## src/rtl/pass_entry.sv

```systemverilog
// pass_entry: debounced code-entry front end for the door-lock FSM.
// Ports: clk, rst (async, active-low), sw[3:0], btn, resOk, resBad
//        -> passData[3:0], confirm, busy, locked, failCnt[1:0].
module pass_entry #(
    parameter int DEB_CYCLES     = 4,
    parameter int RESP_TIMEOUT   = 8,
    parameter int MAX_FAIL       = 3,
    parameter int LOCKOUT_CYCLES = 16
) (
    input  logic       clk,
    input  logic       rst,
    input  logic [3:0] sw,
    input  logic       btn,
    input  logic       resOk,
    input  logic       resBad,
    output logic [3:0] passData,
    output logic       confirm,
    output logic       busy,
    output logic       locked,
    output logic [1:0] failCnt
);
    typedef enum logic [1:0] {
        IDLE,
        SEND,
        WAIT_RES,
        LOCKOUT
    } state_t;

    localparam logic [7:0] DebMax   = 8'(DEB_CYCLES);
    localparam logic [7:0] RespLast = 8'(RESP_TIMEOUT - 1);
    localparam logic [7:0] LockLast = 8'(LOCKOUT_CYCLES - 1);
    localparam logic [2:0] FailMax  = 3'(MAX_FAIL);

    state_t     state;
    state_t     stateNext;
    logic       btnMeta;
    logic       btnS;
    logic [1:0] syncValid;
    logic [7:0] deb;
    logic       armed;
    logic [7:0] tmr;
    logic       press;
    logic       timeout;
    logic       failEvt;
    logic [2:0] failInc;
    logic       lockHit;
    logic       lockDone;
    logic       confirmNext;
    logic       busyNext;
    logic       lockedNext;

    assign press    = armed && (deb == DebMax);
    assign timeout  = (tmr == RespLast);
    assign failEvt  = (state == WAIT_RES) &&
                      (resBad || (!resOk && timeout));
    assign failInc  = {1'b0, failCnt} + 3'd1;
    assign lockHit  = (failInc == FailMax);
    assign lockDone = (tmr == LockLast);

    // syncValid marks when btnS holds a real sample rather than its
    // reset value, so a button held through reset cannot arm itself.
    always_ff @(posedge clk or negedge rst) begin
        if (!rst) begin
            btnMeta   <= 1'b0;
            btnS      <= 1'b0;
            syncValid <= 2'b00;
            deb       <= 8'd0;
            armed     <= 1'b0;
        end else begin
            btnMeta   <= btn;
            btnS      <= btnMeta;
            syncValid <= {syncValid[0], 1'b1};
            if (!btnS) begin
                deb <= 8'd0;
            end else if (deb != DebMax) begin
                deb <= deb + 8'd1;
            end
            if (syncValid[1] && !btnS) begin
                armed <= 1'b1;
            end else if (press) begin
                armed <= 1'b0;
            end
        end
    end

    always_ff @(posedge clk or negedge rst) begin
        if (!rst) begin
            state <= IDLE;
        end else begin
            state <= stateNext;
        end
    end

    always_comb begin
        stateNext = state;
        unique case (state)
            IDLE: begin
                if (press) begin
                    stateNext = SEND;
                end
            end
            SEND: begin
                stateNext = WAIT_RES;
            end
            WAIT_RES: begin
                if (failEvt) begin
                    stateNext = lockHit ? LOCKOUT : IDLE;
                end else if (resOk) begin
                    stateNext = IDLE;
                end
            end
            LOCKOUT: begin
                if (lockDone) begin
                    stateNext = IDLE;
                end
            end
        endcase
    end

    // Outputs are registered from the next state so they line up
    // with the state they describe.
    always_comb begin
        confirmNext = (stateNext == SEND);
        busyNext    = (stateNext == SEND) || (stateNext == WAIT_RES);
        lockedNext  = (stateNext == LOCKOUT);
    end

    always_ff @(posedge clk or negedge rst) begin
        if (!rst) begin
            passData <= 4'd0;
            confirm  <= 1'b0;
            busy     <= 1'b0;
            locked   <= 1'b0;
            failCnt  <= 2'd0;
            tmr      <= 8'd0;
        end else begin
            confirm <= confirmNext;
            busy    <= busyNext;
            locked  <= lockedNext;
            if (state == IDLE && press) begin
                passData <= sw;
            end
            if (failEvt) begin
                failCnt <= failInc[1:0];
            end else if (state == WAIT_RES && resOk) begin
                failCnt <= 2'd0;
            end else if (state == LOCKOUT && lockDone) begin
                failCnt <= 2'd0;
            end
            // One timer serves both the response timeout and the
            // lockout; it restarts on every state change.
            if (state == IDLE || stateNext != state) begin
                tmr <= 8'd0;
            end else begin
                tmr <= tmr + 8'd1;
            end
        end
    end

endmodule

```

## config.mk

```make
export PLATFORM = sky130hd
export DESIGN_NAME = pass_entry
export DESIGN_NICKNAME = d
export VERILOG_FILES = /design/src/rtl/pass_entry.sv
export SDC_FILE = /design/constraint.sdc
export NUM_CORES = 1
export LEC_CHECK = 0
export ABC_CLOCK_PERIOD_IN_PS = 2500
export CAP_MARGIN = 0
export CORE_ASPECT_RATIO = 1.1
export CORE_UTILIZATION = 40
export DETAILED_ROUTE_END_ITERATION = 10
export PLACE_DENSITY_LB_ADDON = 0.2
export SLEW_MARGIN = 10
export SYNTH_ARGS = -nofsm -noshare
export SYNTH_HDL_FRONTEND = slang
export SYNTH_SLANG_ARGS = --single-unit
```

## constraint.sdc

```tcl
create_clock -name clk -period 2.5 [get_ports clk]
set_input_delay 0.25 -clock clk [delete_from_list [all_inputs] [get_ports clk]]
set_output_delay 0.25 -clock clk [all_outputs]
set_load 0.02 [all_outputs]
```

Figure 1. Ports around the boundary (run 1).
The bar under the picture is 20 microns long. Pins as bars across the die edge, other pins in gray.
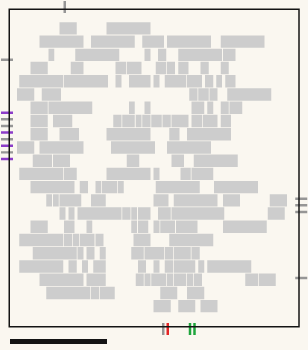
port	color	pins	direction	edge
failCnt	green	2	output	bottom
resOk	red	1	input	bottom
passData	purple	4	output	left
all pins by edge	9 left, 4 right, 4 bottom, 1 top
PortBufs: 17
Die Height: 65.0 microns
die width: 59.3 microns

Figure 2. Wire density map (run 1).
12 x 13 tiles, from white (low) to dark blue (high), scaled to the fullest tile. Values are wire area over tile area, all layers added.
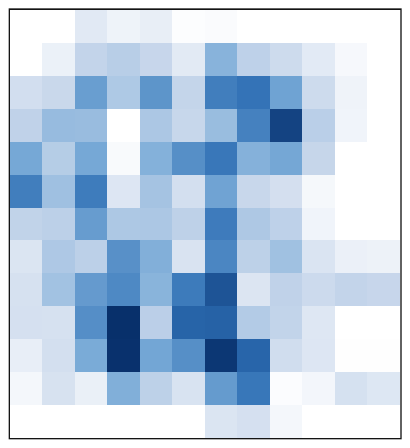
tiles over half the peak	22%
mean over tiles	0.10
nearly empty tiles	21%

Figure 3. Clock routing (run 1).
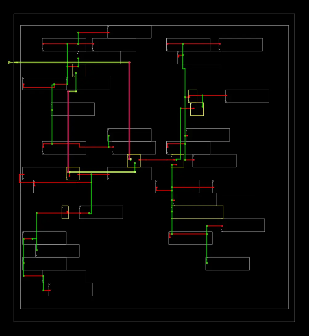
CTS Sinks: 32
Fin Clk Skew: 0.00812 ns

run 1: critical path, cell delays in order, from the launching register on:
cell      delay [ns]
dfrtp_1         0.43
or4_4           0.58
o41a_1          0.46
o311ai_1        0.43
ha_1            0.31
run 1: per-stage QoR:
step                cell area (sq um)  total power [uW]  util [%]  setup slack, ns
detailed placement               1680               937      49.5            0.174
global route                     1750              1370      51.8           0.0552
global placement                 1680               933      49.5            0.282
finish                           1750              1300      51.8            0.182
floorplan                        1440               793         -            0.357
CTS                              1750              1320      51.8            0.170
run 1: report_power, final:
part / switching [uW] / internal [uW] / leakage [uW]
Sequential: 45.2 / 581 / 0.000411
Combinational: 144 / 155 / 0.000300
Clock: 163 / 210 / 0.0000422
Total: 353 / 946 / 0.000754
==> flow_summary.toml, run 1 <==
# yosys + openroad results
[outcome]
outcome = "completed"

[setup_path]
timing_worst_setup_path_type = "register to register"
crit_start = "tmr[5]"
reg2reg_from = "tmr[5]"
worst_ep_required_time_ns = 2.70
cp_max_fo = 5

[clock_network]
cts-htree-levels = 2
post_cts_buffers = 0
hold_buffers = 0
cts_root_buf = "clkbuf_4"
post_cts_resized = 0
clkLatencyLatePin_ns = 0.31
cts_tree = "built"

[routing]
wl_met3_microns = 105
wl_met2_microns = 1190
drt-total-wl_microns = 2500
wl_per_cell_microns = 12.3
drc = 0
first_iter_violations = 32
vias = 1033
ant_nets = 0

[synth]
synthTopCellsByArea = "dfrtp_1 (56%), ha_1 (5.2%), mux2_2 (3.1%)"
ys.flops = 32
synthCells = 131
adder_share_pct = 5.20
top_cell = "dfrtp_1"
mux_share_pct = 3.82
synth-area-yosys_sq_um = 1440
synth_xor_xnor_area_share_pct = 4.25
synth.top_cells.by_count = "dfrtp_1 (32), nand2_1 (10), nor2_1 (9)"
synth_nets = 146
edf_count = 0
synthAoiAreaFrac_pct = 12.3
netlist_area_sq_um = 1440

[pwr]
power.density_nw_per_um2 = 741
leakage_uw = 0.000754

[final_timing]
hold_viol = 0
tightest_slew_ns = 0.516
holdWs_ns = 0.324
setup_tns_ns = 0
rsz0062_at_grt = "false"
slew_headroom_pct = 65.3
max_freq_ghz = 0.431
drv_slew = 0

[floorplanning]
chipArea_sq_um = 3850
n_tap_cell = 48
initial_core_util_pct = 42.6

[global_routing]
grt_pass1_vias = 1037
grt_use_met1_pct = 18.3
use_met2_pct = 24.6

[final_layout]
layout_top_cells = "dfrtp_1 (32), clkdlybuf4s50_1 (17), nand2_1 (10)"
area_growth_pct = 21.5
seq_cell_count = 32
comb_area_share_pct = 34.7
logic_area_sq_um = 608
largestRegisters = "deb: 8 flops, tmr: 8 flops, passData: 4 flops"
num-nonclk-buffers = 18
dominant_cells = "registers"

[worst_hold_path]
hp-class = "input pin to async pin"

[run]
tool_warnings = 28
drv_cap = 0

[placed_design]
placed_cells = 196
==> run 1 -> run 2 <==
Settings changed: ABC_CLOCK_PERIOD_IN_PS 2500 to 1900, CORE_UTILIZATION 40 to 45.
Clock period 2.5 ns to 1.9 ns, I/O delays scaled along.
==> run 2 against run 1 <==
Against the previous run:
- the flow now finishes with violations (negative setup slack)
- routed wire length grew 6.2%
- clock skew shrank 0.0036 ns
- count of clock-buffer cells in the layout is the same
- hold slack lost 0.066 ns
- synthesized cell count is the same
- clock power shrank 8.0%
==> flow_summary.toml, run 2 <==
# yosys + openroad results
[outcome]
outcome = "complete, but fails checks"
violations = "negative setup slack"

[clock_network]
post_cts_buffers = 0
cts-htree-levels = 2
cts_sinks = 32
cts_tree = "built"
ctsLongestPathBuffers = 2
cts_root_buf = "clkbuf_4"
clkLatencyLatePin_ns = 0.32

[setup_path]
reg2reg_from = "tmr[5]"
worst_ep_required_time_ns = 2.10
critical_path.endpoint = "busy"
path_cells = "or4_4 -> o41a_1 -> o311ai_2 -> ha_1"
crit_cells = 4
crit_start = "tmr[5]"
worst-path-buf-inv = 0
critPathSlowestCell = "or4_4"
cpPeakStageDelay_ns = 0.55
timing_worst_setup_path_type = "register to register"

[final_layout]
fin_util_pct = 59.5
num-nonclk-buffers = 29
logic_area_sq_um = 633
fin_area_sq_um = 1810
dominant_cells = "registers"
area_growth_pct = 25.7
seq_cell_count = 32
layout_top_cells = "dfrtp_1 (32), clkdlybuf4s50_1 (17), buf_4 (12)"
comb_area_share_pct = 34.9

[synth]
synth_nets = 146
synth.top_cells.by_count = "dfrtp_1 (32), nand2_1 (10), nor2_1 (9)"
synthTopCellsByArea = "dfrtp_1 (56%), ha_1 (5.2%), mux2_2 (3.1%)"
synth-area-yosys_sq_um = 1440
synthCells = 131
edf_count = 0
top_cell = "dfrtp_1"
ys.flops = 32
netlist_area_sq_um = 1440

[final_timing]
setup_tns_ns = -0.321
hold_viol = 0
drv_slew = 0
finClkSkew_ns = 0.00454
rsz0062_at_grt = "true"
fin_ws_ns = -0.134
max_freq_ghz = 0.492
holdWs_ns = 0.258
slew_headroom_pct = 64.0
setup_viol = 5

[run]
tool_warnings = 31
drv_cap = 0

[routing]
wl_per_cell_microns = 13.3
first_iter_violations = 24
vias = 1101
drt-total-wl_microns = 2660
ant_nets = 0
drc = 0

[floorplanning]
chipArea_sq_um = 3440
fp.dieH_microns = 61.4
n_tap_cell = 34
initial_core_util_pct = 47.3
die-width_microns = 56.0

[pwr]
power.density_nw_per_um2 = 873
leakage_uw = 0.000799
ir_drop_mv = 0.674

[placed_design]
portBuffers = 17
pre_cts_ws_ns = -0.116
placed_cells = 193
place_area_sq_um = 1750

[global_routing]
grt_pass1_vias = 1115

[worst_hold_path]
hp-class = "input pin to async pin"
[run 2: what timing repair did]
item	CTS	global route
resized	3	1
endpoints found under the setup margin	5	9
hold buffers	0	0
[run 2: logic make-up after synthesis]
kind of cell / share of synthesized area, %
other: 0.260
flip-flops: 55.5
AND-OR/OR-AND: 12.3
XOR/XNOR: 4.25
buffers and inverters: 2.34
AND/OR/NAND/NOR: 16.3
adder cells (fa/ha/maj): 5.20
multiplexers: 3.82
[run 2: routing by layer]
metal / wire [microns] / track usage (%)
met4: 65 / 10.5
met5: 0 / 0
met2: 1330 / 33.5
met3: 106 / 5.04
met1: 1150 / 19.8
[run 2: where the power goes]
part | switching (uW) | internal [uW]
combinational | 198 | 217
clock | 207 | 136
sequential | 60.0 | 764
Figure 4. Wire density map (run 2).
11 x 12 tiles, from white (low) to dark blue (high), scaled to the fullest tile. Values are wire area over tile area, all layers added.
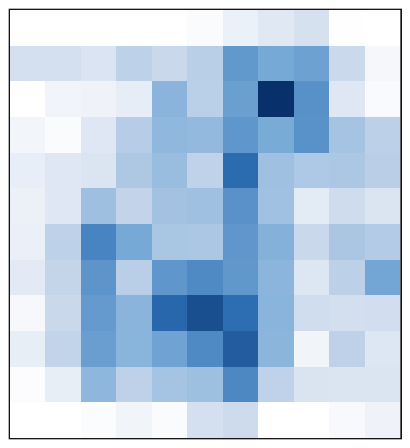
nearly empty tiles	9.8%
fullest tile	0.42
mean over tiles	0.12
emptiest ninth of the die	top left
tiles over half the peak	21%

==> run 2 -> run 3 <==
Settings changed: CORE_UTILIZATION 45 to 30, CTS_BUF_LIST from default to sky130_fd_sc_hd__clkbuf_16, DONT_BUFFER_PORTS from default to 1.
==> run 3 against run 2 <==
Against the previous run:
- the flow finishes with violations (design-rule violations, negative setup slack)
- critical endpoint unchanged
- highest routed layer unchanged
- non-clock buffer count down 12
- hold slack got worse by 0.20 ns
- sequential share of layout area shrank 1.2 points
- synthesized area unchanged
- total power is 29% higher
==> flow_summary.toml, run 3 <==
# yosys + openroad results
[routing]
wl_met3_microns = 153
drt-total-wl_microns = 2780
vias = 1056
drc = 1
first_iter_violations = 35
wl_per_cell_microns = 13.2
routed.top_layer = "met4"
drt-met1-wl_microns = 1200
wl_met2_microns = 1360

[setup_path]
crit_start = "tmr[5]"
critical_path.endpoint = "busy"
path_cells = "or4_4 -> o41a_1 -> o311ai_4 -> ha_1"
reg2reg_from = "tmr[5]"
cpPeakStageDelay_ns = 0.55
timing_worst_setup_path_type = "register to register"
worst_ep_required_time_ns = 2.05
cp_max_fo = 4

[final_layout]
dominant_cells = "registers"
seq_share_pct = 43.0
fin_area_sq_um = 1860
layout_top_cells = "dfrtp_1 (32), buf_4 (14), nand2_1 (10)"
seq_cell_count = 32
fin_util_pct = 40.4
largestRegisters = "deb: 8 flops, tmr: 8 flops, passData: 4 flops"
diodes = 0
comb_area_share_pct = 34.9
logic_area_sq_um = 651
area_growth_pct = 29.2

[placed_design]
portBuffers = 0
placed_cells = 199
pre_cts_ws_ns = -0.153

[pwr]
seqPwrFrac_pct = 44.4
ir_drop_mv = 0.627
intPower_uw = 1500
total_power_uw = 2040
switching_share_pct = 26.4
power.density_nw_per_um2 = 1090
powerClk_uw = 895
p_comb_share_pct = 11.7
clockPowerShare_pct = 43.9
comb_power_uw = 239

[synth]
synth-area-yosys_sq_um = 1440
ys.flops = 32
edf_count = 0
netlist_area_sq_um = 1440
synthTopCellsByArea = "dfrtp_1 (56%), ha_1 (5.2%), mux2_2 (3.1%)"
synth_nets = 146
top_cell = "dfrtp_1"
postSynthSeqShare_pct = 55.5
synth.top_cells.by_count = "dfrtp_1 (32), nand2_1 (10), nor2_1 (9)"

[global_routing]
grt-busiest-layer = "met2"
grt_use_met1_pct = 15.6
use_met2_pct = 20.8
overflow = 0
globalRouteMet3Util_pct = 4.70
grt_pass1_vias = 1067

[final_timing]
finClkSkew_ns = 0.00578
max_freq_ghz = 0.492
finalCritPeriodShare_pct = 107
setup_viol = 4
drv_slew = 0
setup_tns_ns = -0.324
fin_ws_ns = -0.131
rsz0062_at_grt = "true"
hold_viol = 0
tightest_slew_ns = 0.536

[clock_network]
cts_root_buf = "clkbuf_16"
post_cts_resized = 4
cts-htree-levels = 2
hold_buffers = 3
ctsLongestPathBuffers = 2
post_cts_buffers = 2
cts_sinks = 32
clkLatencyLatePin_ns = 0.28

[floorplanning]
fp.dieH_microns = 74.7
die-width_microns = 68.1
chipArea_sq_um = 5090
initial_core_util_pct = 31.2
n_tap_cell = 56

[run]
tool_warnings = 31
drv_cap = 0

[outcome]
outcome = "complete, but fails checks"
violations = "design-rule violations, negative setup slack"
[run 3: cell types whose count changed in the layout (fill, tap and decap cells not counted), sizes merged]
cell | previous run | this run
bufinv | 0 | 1
buf | 12 | 15
clkbuf | 6 | 5
clkinvlp | 0 | 1
dlygate4sd3 | 0 | 2
clkdlybuf4s50 | 17 | 0
[run 3: cells by family (layout without fill, tap and decap cells)]
kind of cell	count (synthesis)	after routing	share of synthesized area (%)
simple gates	45	45	16.3
flops	32	32	55.5
compound gates	26	26	12.3
buf+inv	9	33	2.34
xor+xnor	7	7	4.25
fa+ha+maj	6	6	5.20
mux	5	5	3.82
other cells	1	1	0.260
[run 3: critical path: cells and delay by family (launching register included)]
family	cells	cell delay, ns
and+or+nand+nor	1	0.55
DFF	1	0.37
adders and majority gates	1	0.28
AOI/OAI and AO/OA	2	0.70
Figure 5. Logic cells by family (run 3).
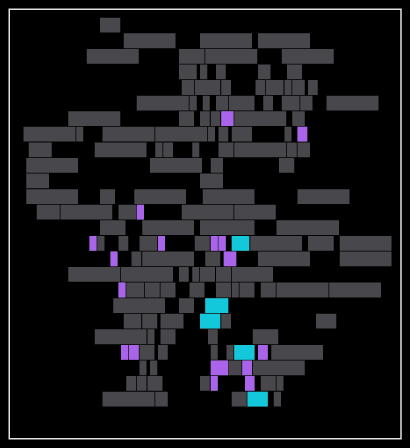
family	color	cells
NOR gates	purple	17
AND-OR and OR-AND gates	cyan	5


==> layout pictures side by side <==
Layout detail.
image #1
The bar under the picture is 5 microns long. Region (24, 42) to (44, 62) microns. Cells in gray, sequential cells in the stronger gray; small squares are vias.
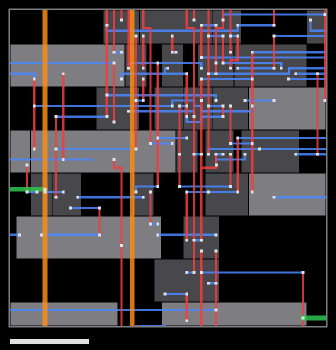
image #2
The bar under the picture is 5 microns long. Region (18, 33) to (38, 53) microns. Cells in gray, sequential cells in the stronger gray; small squares are vias.
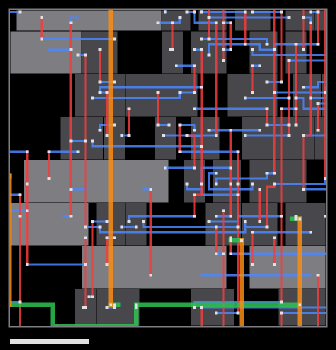
image #3
The bar under the picture is 5 microns long. Region (20, 35) to (40, 55) microns. Cells in gray, sequential cells in the stronger gray; small squares are vias.
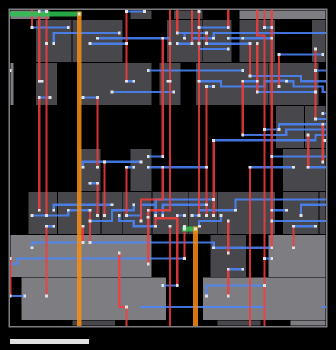
Image #2 comes from run 2.
Image #1 comes from run 3.
Image #3 comes from run 1.
The one with the largest die is image #1.

Key to image #1:
layer	color
met3	green
met4	orange
met1	blue
met2	red
most frequent	dfrtp_1 (7), nand2_1 (3)
sequential cells in the window	7
netlist names of flops here include	deb (4)
cells with their middle in the window	28

Power figures rest on the tool's default switching activity, not on a simulated workload.
